Design apb_master, sky130hd; sources not shown.
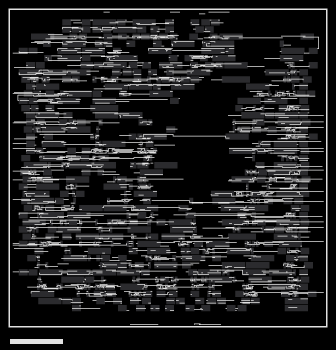
Fig. 1. Signal wires on met1 (run 1).
Bar = 20 um. Cells faint in the background.
share of all routed wire: 43%
longest straight run: 29.9 um
main direction: horizontal
wire length on this layer: 4,840 um
GR Layer Usage met1: 19.8%
Total Wirelength: 11,200 um
vias: 3,433

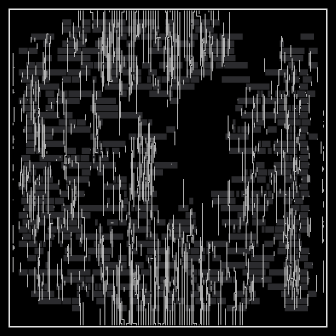
Fig. 2. M2 wires (run 1).
Cells faint in the background.
longest straight run: 45.0 um
nets with wire on the layer: 580
main direction: vertical
met2 GRT Util: 24.7%

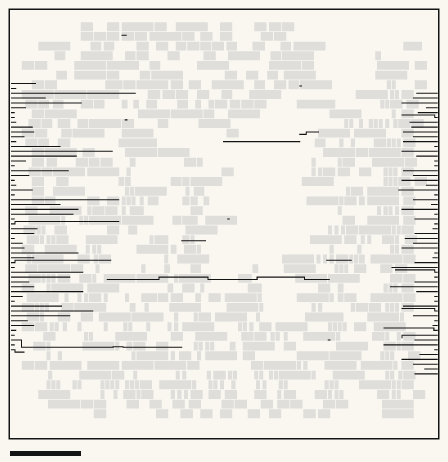
Fig. 3. Signal wires on met3 (run 1).
Bar = 20 um. Cells faint in the background.
wire length on this layer: 1,040 um
longest straight run: 34.7 um
met3 Resource Use GR: 6.69%

==> qor.yml, run 1 <==
p_int_mw: 3.45
ys_seq_share_pct: 66.1
hold_viol: 0
cp-start-kind: "primary input"
numCtsBuffers: 9
drc: 0
vdd_drop_max_uv: 349
rr_worst_depth: 5
tns_ns: 0
tightest_slew_ns: 1.33
htree_num_levels: 3
top_area_cell: "dfrtp_1"
cts.sinks: 107
overflow: 0
final_util_pct: 52.4
hpwl_um: 8520
critPathMaxFanout: 55
post_dp_cell_area_um2: 6340
stdcell_area_um2: 6670
grt_pass1_vias: 3602
total_power_mw: 5.00
antenna_found_initial: 0
layout-drive-gt1-share_pct: 6.02
syn_nets: 498
grt_usage_pct: 15.7
vias_per_cell: 4.36
slowest_delay_ns: 1.05
rows: 41
power.density_nw_per_um2: 750
min_period_over_period_pct: 57.9
core-area_um2: 12700
status: "complete, no violations"
drt_iter0_drc: 124
ys_types: 27
switching_power_mw: 1.55
crit_chain: "dlygate4sd3_1, buf_8, clkbuf_2"
area_delta_synth_final_pct: 64.7
yosys_area_um2: 4050
crit_path_end_kind: "async pin"
synthCells: 394
hp-class: "flop to flop"
grt_max_degree: 56
yosys_warnings: 0
path_clk_slew_ns: 0.07
top_cells_by_count: "nand2_1 (202), dfrtp_1 (107), a22o_1 (32)"
top_area_share_pct: 66.1
die_w_um: 120
r2r_slack_ns: 2.05
synth-main-ff-cell: "dfrtp_1"
==> run 1: per-stage QoR <==
stage          std cells  hold slack [ns]
5_1_grt              787            0.486
3_5_place_dp         771            0.321
3_3_place_gp         770            0.457
6_report             787            0.472
2_1_floorplan        394           0.0744
4_1_cts              786          -0.0579
==> run 1: critical path, delay by kind of cell <==
family,cells,cell delay (ns)
buffers and inverters,3,1.95
==> run 1: routing by layer <==
layer	up-vias	wire, um	global-route usage [%]
met5	-	0	0
met4	0	125	4.67
met3	12	1040	6.69
met2	126	5240	24.7
met1	1590	4840	19.8
li1	1705	-	-
==> run 1: power groups by stage <==
| stage | combinational [mW] | sequential, mW | clock [mW] |
|---|---|---|---|
| after floorplan | 0.636 | 2.10 | 0 |
| after global placement | 2.02 | 1.89 | 0 |
| after global routing | 2.20 | 1.96 | 1.18 |
| after detailed placement | 2.06 | 1.91 | 0 |
| after CTS | 2.07 | 1.90 | 1.12 |
| final | 2.02 | 1.89 | 1.09 |
==> run 1: kinds of logic after synthesis <==
kind of cell	after synthesis	synth area share (%)
mux	2	0.494
simple gates	219	21.3
flops	107	66.1
compound gates	41	8.50
fa+ha+maj	1	0.309
buf+inv	24	3.27
==> run 1: cell type report <==
| cell class | instances | share of cell area, % |
|---|---|---|
| Clock inverter | 4 | 1.48 |
| Buffer | 22 | 1.88 |
| Multi-Input combinational cell | 263 | 18.6 |
| Inverter | 2 | 0.113 |
| Tap cell | 172 | 3.23 |
| Sequential cell | 107 | 40.2 |
| Clock buffer | 11 | 3.64 |
| Timing Repair Buffer | 206 | 30.9 |
Fig. 4: run 1, cell placement
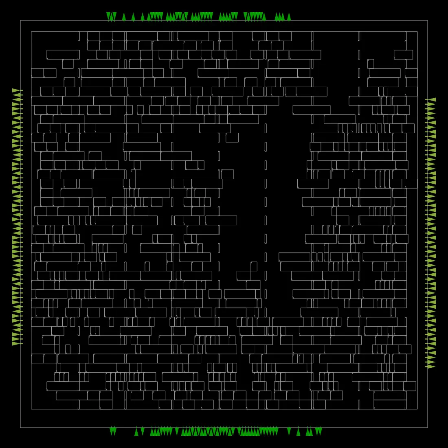

==> inputs of run 2 (changes only) <==
Settings changed: CORE_UTILIZATION 31 to 26, PLACE_DENSITY 0.82 to 0.73.
Clock period 3.7 ns to 1.7 ns, I/O delays scaled along.
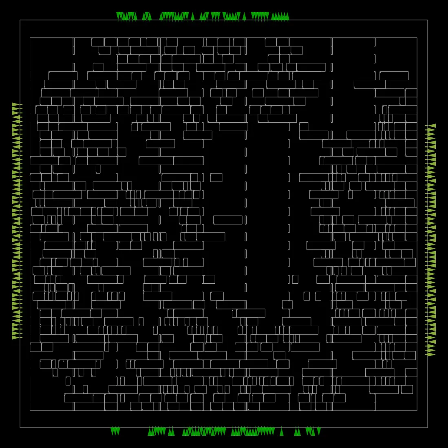
Fig. 5. Cell placement (run 2).
flop count: 107
Layout Utilization: 45.0%
row cnt: 44
TAP cells: 184

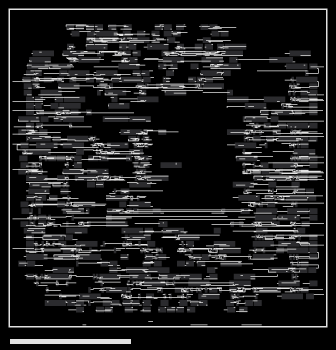
Fig. 6. Signal wires on met1 (run 2).
Bar = 50 um. Cells faint in the background.
wire length on this layer: 5,130 um
share of all routed wire: 44%
main direction: horizontal
longest straight run: 50.1 um
nets with wire on the layer: 624
Total Wirelength: 11,700 um
GR Layer Usage met1: 16.6%
vias: 3,430

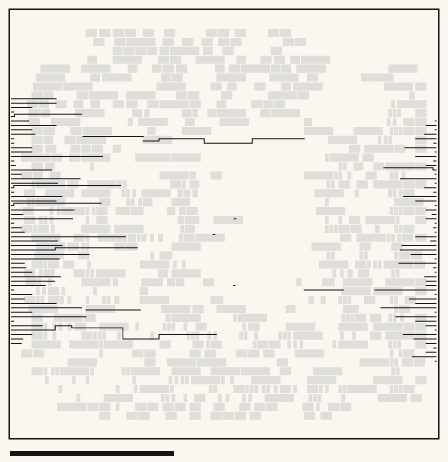
Fig. 7. Signal wires on met3 (run 2).
Bar = 50 um. Cells faint in the background.
share of all routed wire: 8.8%
wire length on this layer: 1,030 um
longest straight run: 34.7 um
nets with wire on the layer: 112
main direction: horizontal
met3 Resource Use GR: 6.83%

==> run 2 against run 1 <==
Against the previous run: global-route usage decreased by 1.8 points; clock power rose by 95%; largest power group unchanged; final cell count grew 1.7%; combinational power grew 120%; register-to-register slack worse by 1.9 ns; wire length increased by 4.4%; largest cell class unchanged; total power rose by 110%.
==> qor.yml, run 2 <==
min_period_over_period_pct: 93.8
syn_nets: 498  # unchanged
critPathMaxFanout: 10  # was 55
vias_per_cell: 4.29  # was 4.36
p_seq_mw: 4.12  # was 1.89 mW
r2r_slack_ns: 0.11  # was 2.05 ns
tns_ns: 0  # unchanged
layout-drive-gt1-share_pct: 6.17  # was 6.02%
leakagePower_nw: 3.19  # was 3.18 nW
warning_count: 26  # unchanged
nets: 715  # unchanged
cts-root-buf: "clkbuf_16"  # unchanged
synth-main-ff-cell: "dfrtp_1"  # unchanged
power_frac_comb_pct: 41.5  # was 40.4%
grt_usage_pct: 13.9  # was 15.7%
holdPathStages: 3  # was 2
layout_top_cells: "nand2_1 (202), clkdlybuf4s50_1 (202), dfrtp_1 (107)"  # was clkdlybuf4s50_1 (203), nand2_1 (202), dfrtp_1 (107)
tightest_slew_ns: 1.16  # was 1.33 ns
antennaDiodeCount: 0  # unchanged
die_h_um: 131  # was 120 um
most_common_cell: "nand2_1"  # unchanged
yosys_warnings: 0  # unchanged
synth_flops: 107  # unchanged
rr_worst_depth: 5  # unchanged
clock_path_buffers: 2  # unchanged
period_minus_slack_ns: 1.59
port_buffers: 204  # unchanged
clock.fmax_mhz: 627
ys_types: 27  # unchanged
p_int_mw: 7.24  # was 3.45 mW
switching_power_mw: 3.46  # was 1.55 mW
holdWs_ns: 0.344  # was 0.472 ns
core-area_um2: 14900  # was 12,700 um2
synth.avg_cell_area_um2: 10.3  # unchanged
syn-cell-area_um2: 4050  # unchanged
worstSkewPairLatency_ns: 0.35  # was 0.34 ns
setup_slack_ns: 0.106  # was 1.56 ns
max-cap-violations: 0  # unchanged
top_cells_by_count: "nand2_1 (202), dfrtp_1 (107), a22o_1 (32)"  # unchanged
grt_max_degree: 65  # was 56
numCtsBuffers: 9  # unchanged
antenna_found_initial: 0  # unchanged
path_clk_slew_ns: 0.08  # was 0.07 ns
ys_seq_share_pct: 66.1  # unchanged
status: "complete, no violations"  # unchanged
vdd_drop_max_uv: 784  # was 349 uV
fillers: 1410  # was 1,189
synthArstFlopShare_pct: 100  # unchanged
relSlewSlack_pct: 22.9  # was 11.3%
synthCells: 394  # unchanged
crit_type: "flop to flop"  # was primary input to async pin
drtAntennaViolNets: 0  # unchanged
hpwl_um: 8800  # was 8520 um
cp-start-kind: "flop"  # was primary input
power_frac_clock_pct: 19.9  # was 21.7%
hp-class: "primary input to flop"  # was flop to flop
first_pass_iters: 4  # unchanged
htree_num_levels: 3  # unchanged
grt_pass1_vias: 3626  # was 3,602
cp.arrival_ns: 1.87  # was 2.38 ns
ys_top_cells_by_area: "dfrtp_1 (66%), nand2_1 (19%), a22o_1 (6.9%)"  # unchanged
top_area_cell: "dfrtp_1"  # unchanged
drt_iter0_drc: 100  # was 124
power.density_nw_per_um2: 1600  # was 750 nW/um2
powerComb_mw: 4.44  # was 2.02 mW
top_area_share_pct: 66.1  # unchanged
overflow: 0  # unchanged
cts.sinks: 107  # unchanged
power_clock_mw: 2.13  # was 1.09 mW
chipArea_um2: 17100  # was 14,500 um2
area_delta_synth_final_pct: 65.2  # was 64.7%
seqPwrFrac_pct: 38.5  # was 37.8%
io_pins: 205  # unchanged
swShare_pct: 32.3  # was 31.1%
skew_ns: 0.00718  # was 0.00527 ns
ys_cells: 394  # unchanged
die_w_um: 131  # was 120 um
total_power_mw: 10.7  # was 5.00 mW
maxPowerGroup: "combinational logic"  # unchanged
hold_viol: 0  # unchanged
crit_path_end_kind: "flop"  # was async pin
drc: 0  # unchanged
edf_count: 0  # unchanged
yosys_area_um2: 4050  # unchanged
==> run 2: cell count changes in the layout (fill, tap and decap cells not counted), moves of 2 or more <==
cell / previous run / this run
clkinvlp_4: 0 / 2
buf_2: 16 / 11
bufinv_16: 3 / 1
clkbuf_4: 0 / 4
==> run 2: cell type report <==
class                   instances  area (um2)  area share [%]
clock inverters                 5        62.6           0.935
well taps                     184         230            3.44
plain buffers                  22         138            2.06
multi-input cells             263        1250            18.7
clock buffers                  11         243            3.63
inverters                       2        7.51           0.112
flip-flops and latches        107        2680            40.0
repair buffers                206        2080            31.1
==> run 2: kinds of logic after synthesis <==
kind of cell    after synthesis  synth area share [%]
compound gates               41                  8.50
fa+ha+maj                     1                 0.309
buf+inv                      24                  3.27
flops                       107                  66.1
mux                           2                 0.494
simple gates                219                  21.3
==> run 2: per-stage QoR <==
stage / cells / instance area, um2 / utilization, %
5_1_grt: 800 / 6690 / 45.0
4_1_cts: 799 / 6660 / 44.8
6_report: 800 / 6690 / 45.0
3_5_place_dp: 783 / 6350 / 42.8
3_3_place_gp: 782 / 6320 / 42.5
2_1_floorplan: 394 / 4050 / -
==> run 2: worst max-delay path: stages (launching register included) <==
cell and delay, ns:
dfrtp_1 0.41, ha_1 0.25, and3_1 0.23, o21ai_4 0.21, clkbuf_4 0.25, a22o_1 0.17
==> run 2: metal layers <==
| metal | track usage [%] | up-vias | routed length, um |
|---|---|---|---|
| met5 | 0 | - | 0 |
| met4 | 2.72 | 0 | 75 |
| met3 | 6.83 | 5 | 1030 |
| met2 | 22.9 | 121 | 5500 |
| met1 | 16.6 | 1602 | 5130 |
| li1 | - | 1702 | - |
Power is estimated from default activity; no workload was simulated.
